===== config.mk =====
export PLATFORM = sky130hd
export DESIGN_NAME = mem_lsu_stage
export DESIGN_NICKNAME = d
export VERILOG_FILES = /design/src/rtl/mem_lsu_stage.sv
export SDC_FILE = /design/constraint.sdc
export NUM_CORES = 1
export LEC_CHECK = 0
export CAP_MARGIN = 15
export CELL_PAD_IN_SITES_DETAIL_PLACEMENT = 1
export CELL_PAD_IN_SITES_GLOBAL_PLACEMENT = 1
export CORE_UTILIZATION = 29
export CTS_CLUSTER_SIZE = 16
export DETAILED_ROUTE_END_ITERATION = 6
export PLACE_DENSITY = 0.93
export SLEW_MARGIN = 30
export SYNTH_ARGS = -nofsm -noshare
export SYNTH_HDL_FRONTEND = slang
export SYNTH_SLANG_ARGS = --single-unit

===== constraint.sdc =====
create_clock -name clk -period 1.9 [get_ports clk]
set_input_delay 0.38 -clock clk [delete_from_list [all_inputs] [get_ports clk]]
set_output_delay 0.38 -clock clk [all_outputs]
set_load 0.1 [all_outputs]

===== src/rtl/mem_lsu_stage.sv =====
// mem_lsu_stage
// Memory-stage load/store unit. Takes the registered memory request from the
// execute stage, runs one req/gnt/rvalid transaction on the data bus, stalls
// the pipeline (lsu_busy_o) until that transaction completes, aligns and
// extends load data, and registers the write-back payload for the WB stage.
// Non-memory and misaligned instructions pass through without a bus access.
//
// Ports
//   clk, rst_n             clock, asynchronous active-low reset
//   m_*                    memory-stage instruction (register + memory request)
//   stall_general_i        global stall: pipeline registers hold while high
//   dbus_*                 data bus. Handshake: the unit raises dbus_req_o and
//                          holds req/we/addr/be/wdata stable until a cycle in
//                          which dbus_gnt_i=1; that cycle transfers the request.
//                          For a read, exactly one later cycle with
//                          dbus_rvalid_i=1 returns dbus_rdata_i. An rvalid in
//                          the grant cycle itself is ignored.
//   lsu_busy_o             combinational stall request to the pipeline
//   w_*                    registered write-back payload
//   dbg_state              current FSM state (0 IDLE, 1 REQ, 2 RESP)
module mem_lsu_stage (
    input  logic        clk,
    input  logic        rst_n,
    input  logic [4:0]  m_regfile_waddr_i,
    input  logic [31:0] m_regfile_rd_i,
    input  logic        m_regfile_wr_i,
    input  logic        m_data_rd_i,
    input  logic        m_data_wr_i,
    input  logic [31:0] m_data_addr_i,
    input  logic [3:0]  m_data_be_i,
    input  logic        m_is_load_store_i,
    input  logic [2:0]  m_LOAD_op_i,
    input  logic        stall_general_i,
    output logic        dbus_req_o,
    output logic        dbus_we_o,
    output logic [31:0] dbus_addr_o,
    output logic [3:0]  dbus_be_o,
    output logic [31:0] dbus_wdata_o,
    input  logic        dbus_gnt_i,
    input  logic        dbus_rvalid_i,
    input  logic [31:0] dbus_rdata_i,
    output logic        lsu_busy_o,
    output logic [4:0]  w_regfile_waddr_o,
    output logic [31:0] w_regfile_wdata_o,
    output logic        w_regfile_wr_o,
    output logic        w_misaligned_o,
    output logic [1:0]  dbg_state
);

    typedef enum logic [1:0] {
        IDLE = 2'd0,
        REQ  = 2'd1,
        RESP = 2'd2
    } state_t;

    state_t      state;
    state_t      state_nxt;
    logic        done;
    logic        done_set;
    logic        access;
    logic        is_load;
    logic        is_half;
    logic        is_word;
    logic        misaligned;
    logic        start;
    logic [4:0]  lane_shift;
    logic [31:0] rdata_sh;
    logic [31:0] ld_aligned;
    logic [31:0] ld_data;

    assign access  = m_is_load_store_i & (m_data_rd_i | m_data_wr_i);
    assign is_load = access & m_data_rd_i;

    // Access size comes from the load op for loads and from the enables for
    // stores; either source marking it as halfword/word is enough.
    assign is_half = (m_data_rd_i & ((m_LOAD_op_i == 3'b001) | (m_LOAD_op_i == 3'b101)))
                   | (m_data_be_i == 4'b0011);
    assign is_word = (m_data_rd_i & (m_LOAD_op_i == 3'b010))
                   | (m_data_be_i == 4'b1111);

    assign misaligned = access & ((is_half & m_data_addr_i[0])
                                | (is_word & (m_data_addr_i[1:0] != 2'b00)));

    // done blocks reissue of an instruction that is still held in this stage.
    assign start = access & ~misaligned & ~done;

    assign lane_shift   = {m_data_addr_i[1:0], 3'b000};
    assign dbus_addr_o  = {m_data_addr_i[31:2], 2'b00};
    assign dbus_be_o    = m_data_be_i << m_data_addr_i[1:0];
    assign dbus_wdata_o = m_regfile_rd_i << lane_shift;
    assign dbus_we_o    = m_data_wr_i;

    assign lsu_busy_o = (state != IDLE) | start;
    assign dbg_state  = state;

    // Load alignment
    assign rdata_sh = dbus_rdata_i >> lane_shift;

    always_comb begin
        ld_aligned = 32'h0;
        case (m_LOAD_op_i)
            3'b000:  ld_aligned = {{24{rdata_sh[7]}}, rdata_sh[7:0]};
            3'b001:  ld_aligned = {{16{rdata_sh[15]}}, rdata_sh[15:0]};
            3'b010:  ld_aligned = dbus_rdata_i;
            3'b100:  ld_aligned = {24'h0, rdata_sh[7:0]};
            3'b101:  ld_aligned = {16'h0, rdata_sh[15:0]};
            default: ld_aligned = 32'h0;
        endcase
    end

    // FSM
    always_ff @(posedge clk or negedge rst_n) begin
        if (!rst_n) state <= IDLE;
        else        state <= state_nxt;
    end

    always_comb begin
        state_nxt  = state;
        done_set   = 1'b0;
        dbus_req_o = 1'b0;
        case (state)
            IDLE: begin
                if (start) state_nxt = REQ;
            end
            REQ: begin
                dbus_req_o = 1'b1;
                if (dbus_gnt_i) begin
                    if (m_data_rd_i) begin
                        state_nxt = RESP;
                    end else begin
                        state_nxt = IDLE;
                        done_set  = 1'b1;
                    end
                end
            end
            RESP: begin
                if (dbus_rvalid_i) begin
                    state_nxt = IDLE;
                    done_set  = 1'b1;
                end
            end
            default: state_nxt = IDLE;
        endcase
    end

    always_ff @(posedge clk or negedge rst_n) begin
        if (!rst_n)                done <= 1'b0;
        else if (done_set)         done <= 1'b1;
        else if (!stall_general_i) done <= 1'b0;
    end

    always_ff @(posedge clk or negedge rst_n) begin
        if (!rst_n)                              ld_data <= 32'h0;
        else if (state == RESP && dbus_rvalid_i) ld_data <= ld_aligned;
    end

    // Write-back register
    always_ff @(posedge clk or negedge rst_n) begin
        if (!rst_n) begin
            w_regfile_waddr_o <= 5'd0;
            w_regfile_wdata_o <= 32'h0;
            w_regfile_wr_o    <= 1'b0;
            w_misaligned_o    <= 1'b0;
        end else if (!stall_general_i) begin
            w_regfile_waddr_o <= m_regfile_waddr_i;
            w_regfile_wdata_o <= is_load ? ld_data : m_regfile_rd_i;
            w_regfile_wr_o    <= m_regfile_wr_i & ~(misaligned & m_data_rd_i);
            w_misaligned_o    <= misaligned;
        end
    end

endmodule


==> images/pdn.png <==
Scale bar: 50 um. Pins as bars on the die edge. Tap cells in gray.
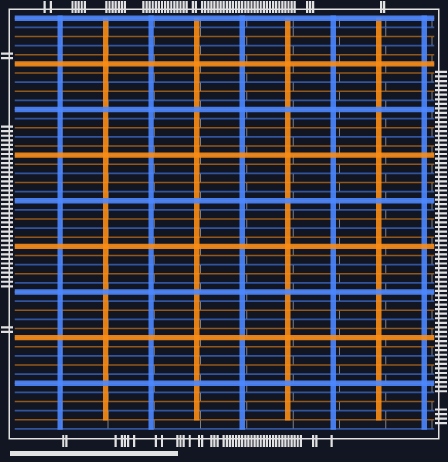
| net | color |
|---|---|
| VDD | orange |
| VSS | blue |
tap cells: 211
signal pins: 229
Core ar.: 15310 um2
Die X: 127.6 um
die height: 127.6 um

==> images/cell_classes.png <==
Scale bar: 50 um.
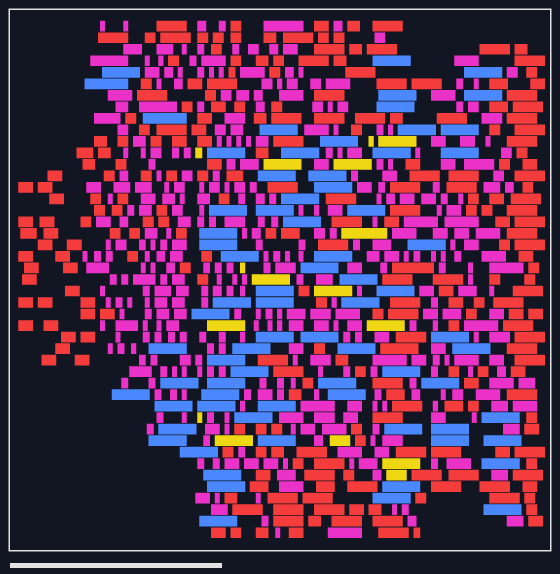
| class | color | cells | share of their area |
|---|---|---|---|
| flip-flops | blue | 74 | 23% |
| clock drivers and dummy loads | yellow | 16 | 3.7% |
| other buffers and delay cells | red | 253 | 39% |
| all other logic | magenta | 385 | 35% |
Post-Route Utilization: 0.5523
Seq area share: 0.2198
fin area: 8458 um2
cell row count: 45

==> images/clock_map.png <==
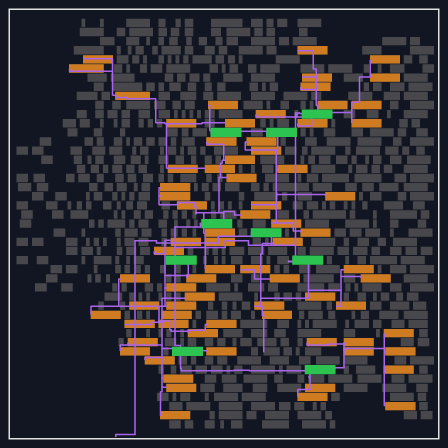
[cells driving clock nets] green | count: 9
[clock wires] purple | length: 1070 um
[flip-flops] orange | count: 74
routed clock nets: 10

==> images/metal_stack.png <==
Scale bar: 50 um. Only two layers are drawn.
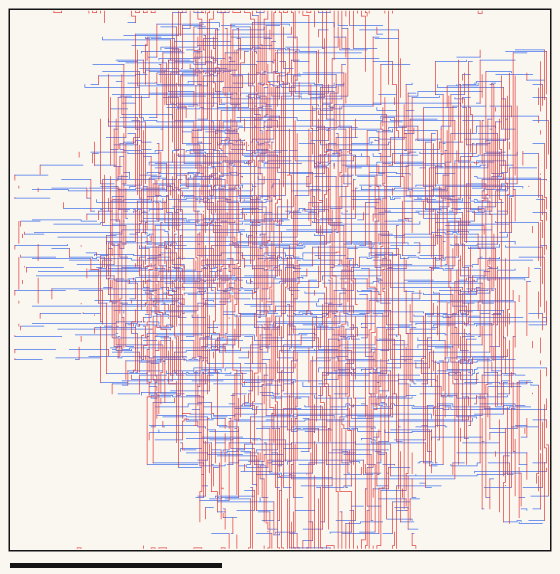
| layer | color | wire length |
|---|---|---|
| met2 | red | 11800 um |
| met1 | blue | 9190 um |
vias post-DR: 5162
Routed WL per cell: 24.94 um
Routed WL: 23500 um
GRT Total Usage: 0.2798

==> results.cfg <==
; physical design summary
[status]
status = finished with violations
violations = setup timing

[synth]
ys_types = 42
syn_inst = 529
topCellsByArea = dfrtp_1, mux2i_1, o21ai_0
yosys_warnings = 0
yosysTopAreaCell = dfrtp_1
ff_type = dfrtp_1
ys_area_um2 = 4574
synth_area_per_cell_um2 = 8.647
synthArstFlopShare = 1.000
top_area_frac = 0.4048
synth-seq-area-share = 0.4048
edf_count = 0

[layout]
final_cells = 942
mostFrequentLayoutCell = nand2_1
nNetsFinal = 843
syn_to_final_growth_pct = 84.90
final_cell_mix = nand2_1, buf_4, buf_12, dfrtp_1, o21ai_0
post_route_cells_drive_above_1_share = 0.3819

[pwr]
seq_power_share = 0.281
p_leak_nw = 3.819
power_mw = 8.522
ir_drop_v = 0.0004701
power_frac_comb = 0.512
p_clk_mw = 1.76
p_per_area_nw_per_um2 = 1008
power.group.top = combinational logic
pg_seq_mw = 2.40
switchingPower_mw = 3.883
swShare = 0.4556
comb_cell_power_mw = 4.37

[grt]
grt_max_degree = 55
grt_overflow = 0
grt_pass1_vias = 5507
met1_usage = 0.3385
antenna_found_initial = 2
grt-busiest-layer = met2
grt_util_met2 = 0.4818

[placed_design]
dp_cells = 912
hpwl_um = 16050

[floorplan]
boundaryPins = 229
initial_core_util = 0.2987

[timing]
rsz0062_at_grt = yes
fin_crit_sh = 1.026
setup-tns-final_ns = -0.04979
slew_viol_final = 0
clock_skew_ns = 0.007549
period_needed_ns = 1.950
clock.fmax_mhz = 512.9
fin_ws_ns = -0.04979
setup_viol = 1

[worst_setup_path]
cpPeakStageDelay_ns = 0.49
slowest_stage = dfrtp_4
start_kind = flop
worstPathRequired_ns = 1.52
crit_fanout = 3
cp_data_arrival_time_ns = 1.57
path_class = flop to output port

[cts]
cts.sinks = 74
clk_path_buf_depth = 2
htree_levels = 3
clk_pin_slew_ns = 0.06
numCtsBuffers = 9
clock_tree.root_cell = clkbuf_16
cts_tree = yes

[run]
maxCapViolCount = 0

[hold_path]
hold_path.class = primary input to asynchronous set/reset pin
## logic make-up (layout without fill, tap and decap cells)
| family | Yosys count | in the layout | share of synthesized area |
|---|---|---|---|
| xor gates and xnor gates | 1 | 1 | 0.001915 |
| muxes | 60 | 60 | 0.1329 |
| adders and majority gates | 3 | 3 | 0.008207 |
| buffers and inverters | 82 | 280 | 0.1004 |
| other | 1 | 5 | 0.0008198 |
| AOI/OAI and AO/OA | 161 | 161 | 0.2049 |
| and+or+nand+nor | 147 | 147 | 0.1461 |
| DFF | 74 | 74 | 0.4048 |
## final timing paths
path | startpoint | endpoint | slack (ns) | cells after the start
max | dbg_state[1]$_DFFE_PN0P_ | lsu_busy_o | -0.05 | 6
min in group clk | m_regfile_rd_i[28] | w_regfile_wdata_o[28]$_DFFE_PN0N_ | 0.49 | 3
max in group asynchronous | rst_n | w_regfile_wdata_o[17]$_DFFE_PN0N_ | 0.82 | 3
max reg2reg | done$_DFFE_PN0P_ | dbg_state[1]$_DFFE_PN0P_ | 0.20 | 6
min reg2reg | ld_data[26]$_DFFE_PN0P_ | ld_data[26]$_DFFE_PN0P_ | 0.49 | 2
min | rst_n | w_regfile_wdata_o[6]$_DFFE_PN0N_ | 0.48 | 2
## state kept, by name, summed over array words and instances, names as in the netlist
name               count
ld_data               32
done                   1
dbg_state              2
w_misaligned_o         1
w_regfile_waddr_o      5
w_regfile_wdata_o     32
w_regfile_wr_o         1
## synthesized netlist by cell type, types with 3 or more instances
library cell  number
a211oi_1           9
a21o_1             3
a21oi_1           27
a221oi_1           9
a22o_1             7
a22oi_1            7
and2_1            10
buf_2             13
buf_4             34
clkbuf_1          23
dfrtp_1           74
ha_1               3
inv_1             10
mux2_2             6
mux2i_1           54
nand2_1           96
nor2_1            17
nor2b_1           12
o21ai_0           79
o21ai_1           12
## routing by layer
metal | up-vias | wire length [um] | share of wire
met2 | 319 | 11810 | 0.50
li1 | 2213 | - | -
met3 | 58 | 1582 | 0.067
met5 | - | 0 | 0
met4 | 0 | 915 | 0.039
met1 | 2572 | 9190 | 0.39
## critical path: cells and delay by family, from the launching register on
family | cells | cell delay, ns
AND-OR/OR-AND | 1 | 0.16
adder cells (fa/ha/maj) | 1 | 0.17
buffers and inverters | 2 | 0.26
flip-flops | 1 | 0.49
AND/OR/NAND/NOR | 2 | 0.14
## layout make-up
cell class | instances | area (um2)
inverter | 11 | 46.29
fill | 1630 | 6857
clock inverter | 2 | 35.03
sequential | 74 | 1859
tap | 211 | 264.0
timing repair buffer | 253 | 3156
clock buffer | 14 | 264.0
antenna | 3 | 7.507
multi-input combinational | 374 | 2826
## per-stage QoR
step | hold slack (ns) | instance area [um2] | utilization | setup WS, ns
floorplan | 0.08441 | 4921 | - | -0.1484
detailed placement | 0.2882 | 7749 | 0.5060 | -0.4141
CTS | 0.4822 | 8299 | 0.5419 | -0.04521
global route | 0.5071 | 8456 | 0.5521 | -0.07866
global placement | 0.2908 | 7749 | 0.5060 | -0.3230
finish | 0.4755 | 8458 | 0.5523 | -0.04979
## what timing repair did
item,4_1_cts,5_1_grt
hold endpoints to repair,20,0
setup buffers,6,2
pin swaps,10,8
cloned,1,1
setup endpoints to repair,38,19
resized,63,31
hold buffers,1,0
